## config.mk

```make
export PLATFORM = sky130hd
export DESIGN_NAME = sar_search
export DESIGN_NICKNAME = d
export VERILOG_FILES = /design/src/rtl/sar_search.sv
export SDC_FILE = /design/constraint.sdc
export NUM_CORES = 1
export LEC_CHECK = 0
export CORE_ASPECT_RATIO = 0.7
export CORE_MARGIN = 2
export CORE_UTILIZATION = 29
export CTS_CLUSTER_DIAMETER = 30
export DETAILED_ROUTE_END_ITERATION = 8
export GPL_TIMING_DRIVEN = 0
export PLACE_DENSITY = 0.64
export SYNTH_ARGS = -nofsm -noshare
export SYNTH_HDL_FRONTEND = slang
export SYNTH_SLANG_ARGS = --single-unit
```

## constraint.sdc

```tcl
create_clock -name clk -period 3.1 [get_ports clk]
set_clock_uncertainty 0.2 [all_clocks]
set_input_delay 0.775 -clock clk [delete_from_list [all_inputs] [get_ports clk]]
set_output_delay 0.775 -clock clk [all_outputs]
set_load 0.005 [all_outputs]
```

## src/rtl/sar_search.sv

```systemverilog
// sar_search -- successive-approximation search controller.
//
// Drives a W-bit trial code into an external combinational magnitude
// comparator and resolves one bit per clock, MSB first. The result is the
// largest code not exceeding the comparator's target. exact marks a hit.
//
// Ports:
//   clk, rst_n        rising-edge clock, asynchronous active-low reset
//   start             request a new search (ignored while busy)
//   trial   [W-1:0]   registered code presented to the comparator
//   cmp_eq/gt/lt      comparator verdict for the current trial
//   busy              search in progress
//   done              one-cycle pulse when result is valid
//   result  [W-1:0]   final code, held until the next accepted start
//   exact             an eq verdict ended the search
//   err               sticky malformed-verdict flag, cleared on start
module sar_search #(
  parameter int W = 4
) (
  input  logic         clk,
  input  logic         rst_n,
  input  logic         start,
  output logic [W-1:0] trial,
  input  logic         cmp_eq,
  input  logic         cmp_gt,
  input  logic         cmp_lt,
  output logic         busy,
  output logic         done,
  output logic [W-1:0] result,
  output logic         exact,
  output logic         err
);

  localparam int IW = (W > 1) ? $clog2(W) : 1;

  localparam logic [0:0] IDLE   = 1'b0;
  localparam logic [0:0] SEARCH = 1'b1;

  localparam logic [W-1:0]  MSB_CODE = {1'b1, {(W-1){1'b0}}};
  localparam logic [IW-1:0] IDX_TOP  = IW'(W - 1);

  logic [0:0]    r_state;
  logic [IW-1:0] r_idx;
  logic [W-1:0]  r_trial;
  logic [W-1:0]  r_result;
  logic          r_busy;
  logic          r_done;
  logic          r_exact;
  logic          r_err;

  logic          w_bad;
  logic [W-1:0]  w_upd;
  logic [W-1:0]  w_step;

  // Verdict decode. Priority is eq > gt > lt, and "no verdict" behaves as lt,
  // so only gt (without eq) can clear the bit under test.
  // NOTE: every signal written here gets a default first so that no path
  // leaves it unassigned, which would otherwise infer a latch.
  always_comb begin
    w_bad  = ~(cmp_eq | cmp_gt | cmp_lt)
           | (cmp_eq & cmp_gt) | (cmp_eq & cmp_lt) | (cmp_gt & cmp_lt);
    w_upd  = r_trial;
    if (!cmp_eq && cmp_gt) begin
      w_upd[r_idx] = 1'b0;
    end
    // Next trial also sets the next-lower bit as the new guess.
    w_step = w_upd;
    if (r_idx != '0) begin
      w_step[r_idx - 1'b1] = 1'b1;
    end
  end

  // NOTE: state registers use non-blocking assignments so every flop samples
  // the pre-edge values and the block order does not matter.
  always_ff @(posedge clk or negedge rst_n) begin
    if (!rst_n) begin
      r_state  <= IDLE;
      r_idx    <= '0;
      r_trial  <= '0;
      r_result <= '0;
      r_busy   <= 1'b0;
      r_done   <= 1'b0;
      r_exact  <= 1'b0;
      r_err    <= 1'b0;
    end else begin
      r_done <= 1'b0;
      case (r_state)
        IDLE: begin
          if (start) begin
            r_trial <= MSB_CODE;
            r_idx   <= IDX_TOP;
            r_busy  <= 1'b1;
            r_exact <= 1'b0;
            r_err   <= 1'b0;
            r_state <= SEARCH;
          end
        end
        SEARCH: begin
          if (w_bad) begin
            r_err <= 1'b1;
          end
          if (cmp_eq) begin
            // Exact hit: trial is left as-is.
            r_result <= r_trial;
            r_exact  <= 1'b1;
            r_done   <= 1'b1;
            r_busy   <= 1'b0;
            r_state  <= IDLE;
          end else if (r_idx != '0) begin
            r_trial <= w_step;
            r_idx   <= r_idx - 1'b1;
          end else begin
            r_trial  <= w_upd;
            r_result <= w_upd;
            r_exact  <= 1'b0;
            r_done   <= 1'b1;
            r_busy   <= 1'b0;
            r_state  <= IDLE;
          end
        end
        default: r_state <= IDLE;
      endcase
    end
  end

  assign trial  = r_trial;
  assign busy   = r_busy;
  assign done   = r_done;
  assign result = r_result;
  assign exact  = r_exact;
  assign err    = r_err;

endmodule
```

run_1/registers.png
Other sequential cells in the stronger grey, the rest of the logic in the fainter grey.
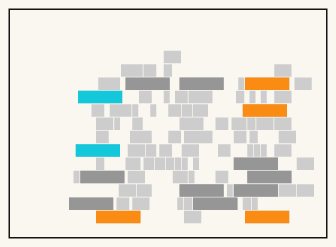
[orange] result | placed flops: 4
[cyan] r_idx | placed flops: 2
Seq. cell area: 375 µm²
Core Util, Final: 39.8%
flop share of the area: 38.6%
sequential logic power: 0.000343 W

run_1/wire_density.png
13 x 9 tiles, from black (low) to pale yellow (high), scaled to the fullest tile. Values are wire area over tile area, all layers added.
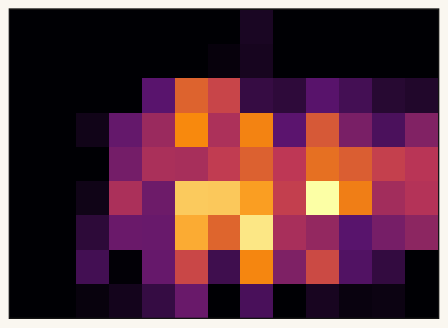
emptiest ninth of the die: north-west
nearly empty tiles: 39%
fullest tile: 0.36
tiles over half the peak: 20%
densest ninth of the die: centre

run_1/port_nets.png
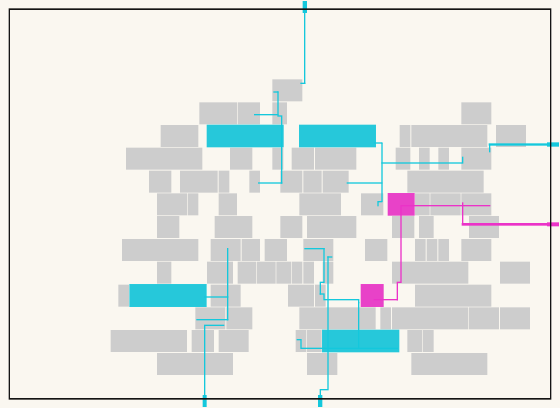
[cyan] trial | bits: 4 | direction: output | end cells: 4 | buffers: 4 | wire: 133 µm
[magenta] cmp_lt | bits: 1 | direction: input | end cells: 2 | buffers: 1 | wire: 37.5 µm
I/O pins: 18
Port Buffer Count: 16

run_1/met3.png
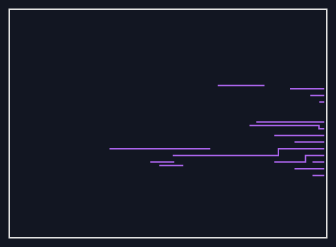
main direction: horizontal
wire length on this layer: 147 µm
nets with wire on the layer: 16
share of all routed wire: 9.4%
longest straight run: 21.4 µm

run 1: worst min-delay path, stage by stage, from the launching register on:
cell and delay [ps]:
dfrtp_1 350, nand2_1 50, nand2_1 40
run 1: cell families after synthesis:
| logic type | after synthesis | synth area share, % |
|---|---|---|
| compound gates | 20 | 20.2 |
| simple gates | 19 | 14.7 |
| flops | 15 | 50.6 |
| buf+inv | 9 | 5.23 |
| fa+ha+maj | 4 | 6.75 |
| xor+xnor | 1 | 1.18 |
| mux | 1 | 1.35 |
run 1: state kept, by name, summed over array words and instances, names as in the netlist:
register,flops
err,1
done,1
trial,4
busy,1
exact,1
r_state,1
r_idx,2
result,4
==> reports/qor.csv, run 1 <==
stage,metric,value,unit
worst_setup_path,r2r_cells,5,
finish,design_area,972,µm²
clock_tree,cts_max_level,1,
worst_setup_path,path_cells,clkdlybuf4s50_1,
outcome,status,"complete, no violations",
synthesis,ys_warn_count,0,
finish,lay_top_count,clkdlybuf4s50_1,
floorplan,fp.dieW,64.5,µm
routing,avgRoutedWirePerCell,12.6,µm
synthesis,ys_cells,69,
place,dpl.hpwl,1160,µm
power,pwr.group.combinational,0.000380,W
grt,track_usage,11.8,%
finish,fin_nets,100,
worst_setup_path,slowest_stage,clkdlybuf4s50_1,
run,max_cap_violations,0,
clock_tree,cts_root_buffer,clkbuf_4,
power,cellInternalPower,0.000544,W
synthesis,numSynthFlops,15,
synthesis,synth_area_per_cell,10.8,µm²
power,clk-power,0.000110,W
finish,largest_class,sequential cells,
clock_tree,clk_pin_slew,90,ps
finish,comb_area,328,µm²
clock_tree,cts_setup_buffers,0,
grt,antenna_found_initial,0,
worst_setup_path,max_stage_delay,530,ps
routing,drtIter0Drc,53,
synthesis,top_cell,dfrtp_1,
final_timing,hold_slack,276,ps
worst_setup_path,r2r-end,result[2],
finish,nMultiInputCombCells,45,
finish,nNonClkInverters,7,
routing,wl,1560,µm
synthesis,topCellsByArea,"dfrtp_1 (51%), ha_1 (6.7%), nand2_1 (4.6%)",
routing,routed_via_density,4.78,
finish,clk_share,2.83,%
floorplan,die_h,46.3,µm
final_timing,fmax,460,MHz
place,dp.cells,119,
grt,grt_pass1_vias,563,
synthesis,synthDistinctLibCells,27,
place,placed_area,945,µm²
worst_setup_path,cp_num_buf_inv,1,
routing,ant_nets,0,
synthesis,ys_chip_area,742,µm²
synthesis,synth_area_leader_cell,dfrtp_1,
worst_setup_path,crit_path_max_fanout,3,
final_timing,period_used_share,70.2,%
worst_setup_path,cp-start-kind,flop,
clock_tree,cts_tree,built,
finish,layout-drive-gt1-share,12.4,%
power,switchingPower,0.000288,W
synthesis,netlist_area,742,µm²
finish,comb_share,33.7,%
power,p_seq_share,41.2,%
finish,antenna_cells,0,
worst_hold_path,hp-start,result[0],
grt,grt_pass1_wl,2640,µm
finish,area_growth,31.0,%
synthesis,async_flop_share,100,%
worst_hold_path,min_path_cells,2,
floorplan,nWellTaps,34,
worst_setup_path,crit_arrival,1200,ps
worst_setup_path,crit_family,buffers and inverters,
clock_tree,cts_buffers,3,
synthesis,fp_nets,79,
grt,grt_overflow_total,0,
final_timing,final_hold_viol_count,0,
synthesis,syn_inst,69,
finish,lay_top_cells,"clkdlybuf4s50_1 (16), dfrtp_1 (15), nand2_1 (9)",
worst_setup_path,required,2120,ps
place,pre_cts_slack,813,ps
power,finalPower,0.000832,W
grt,grt.busiest_layer,met2,
power,ir_drop,244,µV
routing,top_layer,met3,
worst_setup_path,crit_path_end,trial[3],
grt,use_met3,6.85,%
finish,buffers,18,
final_timing,finalSetupViolations,0,
worst_setup_path,endpoint_kind,primary output,
synthesis,ys.flop_type,dfrtp_1,
grt,grt_max_degree,16,
==> run 2, diff against run 1 <==
--- a/config.mk
+++ b/config.mk
@@ -11,7 +11,7 @@
 export CTS_CLUSTER_DIAMETER = 30
 export DETAILED_ROUTE_END_ITERATION = 8
 export GPL_TIMING_DRIVEN = 0
-export PLACE_DENSITY = 0.64
+export PLACE_DENSITY = 0.65
 export SYNTH_ARGS = -nofsm -noshare
 export SYNTH_HDL_FRONTEND = slang
 export SYNTH_SLANG_ARGS = --single-unit
==> constraint.sdc (replaced) <==
create_clock -name clk -period 1.8 [get_ports clk]
set_clock_uncertainty 0.2 [all_clocks]
set_input_delay 0.45 -clock clk [delete_from_list [all_inputs] [get_ports clk]]
set_output_delay 0.45 -clock clk [all_outputs]
set_load 0.005 [all_outputs]
run_2/registers.png
Other sequential cells in the stronger grey, the rest of the logic in the fainter grey.
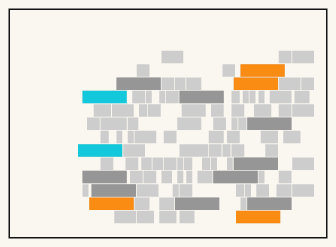
[cyan] r_idx | placed flops: 2
[orange] result | placed flops: 4

run_2/port_nets.png
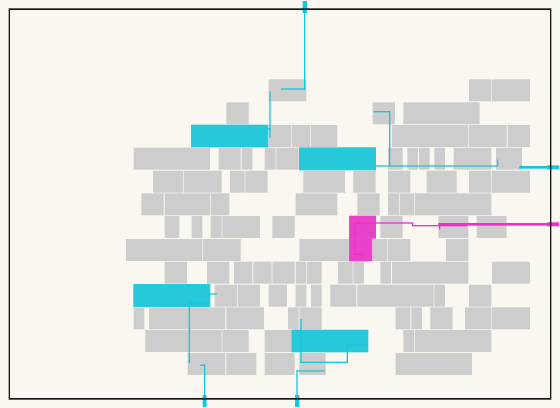
[cyan] trial | bits: 4 | direction: output | end cells: 4 | buffers: 4 | wire: 80.3 µm
[magenta] cmp_lt | bits: 1 | direction: input | end cells: 2 | buffers: 1 | wire: 31.5 µm

==> reports/qor.csv, run 2 <==
stage,metric,value,unit
clock_tree,ctsHoldBuffers,0,
synthesis,synth-edff-count,0,
synthesis,async_flop_share,100,%
grt,grt_pass1_vias,557,
place,pre_cts_slack,-168,ps
worst_hold_path,hp-start,result[1],
finish,lay_top_count,dfrtp_1,
finish,area_growth,47.0,%
floorplan,fp.dieW,64.5,µm
floorplan,die_h,46.3,µm
grt,track_usage,11.6,%
synthesis,top_logic_kind,AND-OR/OR-AND gates,
synthesis,topCellsByArea,"dfrtp_1 (51%), ha_1 (6.7%), nand2_1 (4.6%)",
finish,seq_area,375,µm²
worst_setup_path,required,1770,ps
finish,antenna_cells,0,
power,ir_drop,443,µV
grt,grt_pass1_wl,2530,µm
routing,route.met3.wl,129,µm
worst_setup_path,r2r-end,trial[0],
floorplan,nWellTaps,34,
finish,clk_share,2.52,%
routing,drtPass1Iterations,4,
finish,buffer_area_share,26.5,%
routing,drtIter0Drc,40,
finish,design_area,0.00109,mm²
finish,comb_area,330,µm²
worst_setup_path,crit_path_end,trial[0],
finish,comb_share,30.3,%
synthesis,fp_nets,79,
outcome,status,"complete, no violations",
routing,routed_via_density,4.61,
synthesis,mux_share,1.35,%
power,power.density,1430,mW/mm²
routing,ant_nets,0,
synthesis,netlist_area,742,µm²
worst_setup_path,crit_path_max_fanout,7,
final_timing,finalSetupViolations,0,
routing,wl,1640,µm
finish,final_util,44.7,%
finish,nNonClkInverters,7,
place,dpl.hpwl,1070,µm
synthesis,ys_chip_area,742,µm²
final_timing,fin_ws,141,ps
clock_tree,cts_root_buffer,clkbuf_4,
synthesis,numSynthFlops,15,
grt,antenna_found_initial,0,
synthesis,xor_area_share,1.18,%
place,io_buffers,16,
worst_setup_path,r2r_cells,5,
finish,final.fill_count,233,
synthesis,top_cell,dfrtp_1,
finish,lay_top_cells,"dfrtp_1 (15), buf_4 (14), nand2_1 (9), dlymetal6s2s_1 (9), inv_1 (7)",
place,placed_area,945,µm²
finish,nMultiInputCombCells,45,
worst_setup_path,endpoint_kind,flop,
synthesis,syn_inst,69,
floorplan,initCoreUtil,30.4,%
grt,grt_overflow_total,0,
grt,grt.busiest_layer,met2,
synthesis,yosys.area_share.simple,14.7,%
grt,use_met3,6.36,%
synthesis,adder_share,6.75,%
finish,largest_class,sequential cells,
clock_tree,cts_tree,built,
final_timing,period_minus_slack,1660,ps
worst_setup_path,crit_type,input port to flop,
finish,buffers,31,
worst_setup_path,cp-start-kind,input port,
routing,avgRoutedWirePerCell,12.0,µm
final_timing,slew_headroom,54.7,%
finish,ff_count,15,
final_timing,period_used_share,92.1,%
synthesis,synthDistinctLibCells,27,
synthesis,ys.flop_type,dfrtp_1,
worst_setup_path,crit_arrival,1630,ps
finish,sh_seq_area,34.4,%
final_timing,tns,0,ps
final_timing,slew_viol_final,0,
run,max_cap_violations,0,
final_timing,fmax,603,MHz
run,warning_count,29,
final_timing,final_hold_viol_count,0,
synthesis,ys_sh_aoi,20.2,%
grt,grt_max_degree,16,
synthesis,ys_warn_count,0,
finish,layout-drive-gt1-share,24.5,%
floorplan,die-area,0.00299,mm²
worst_hold_path,min_path_cells,2,
floorplan,ios,18,
clock_tree,cts_max_level,1,
clock_tree,clk_latency,280,ps
clock_tree,cts_buffers,3,
finish,fin_nets,113,
synthesis,ys_cells,69,
synthesis,synth_area_leader_cell,dfrtp_1,
clock_tree,clk_pin_slew,90,ps
synthesis,synth_area_per_cell,10.8,µm²
routing,top_layer,met3,
worst_setup_path,startpoint,cmp_eq,
-- run 2: stage by stage --
stage                     hold slack (ps)  total power (W)  instances
after floorplan                     -45.6         0.000914         69
after global placement                253          0.00123        119
after detailed placement              268          0.00125        119
after CTS                             293          0.00153        131
after global routing                  324          0.00170        136
final                                 284          0.00156        136
-- run 2: critical path: stages --
cell             delay [ps]
clkdlybuf4s50_1         540
nand2b_4                230
o311ai_1                290
o31ai_1                 110
-- run 2: timing repair --
item | in CTS | in global routing
gates resized | 3 | 10
setup buffers | 8 | 5
pin swaps | 0 | 1
endpoints found under the setup margin | 8 | 12
-- run 2: where the power goes --
part           internal [W]  switching, W  total [W]  leakage [nW]
Combinational      0.000470      0.000344   0.000814         0.419
Sequential         0.000482     0.0000780   0.000560         0.180
Clock             0.0000826      0.000107   0.000189        0.0177
Power figures rest on the tool's default switching activity, not on a simulated workload.
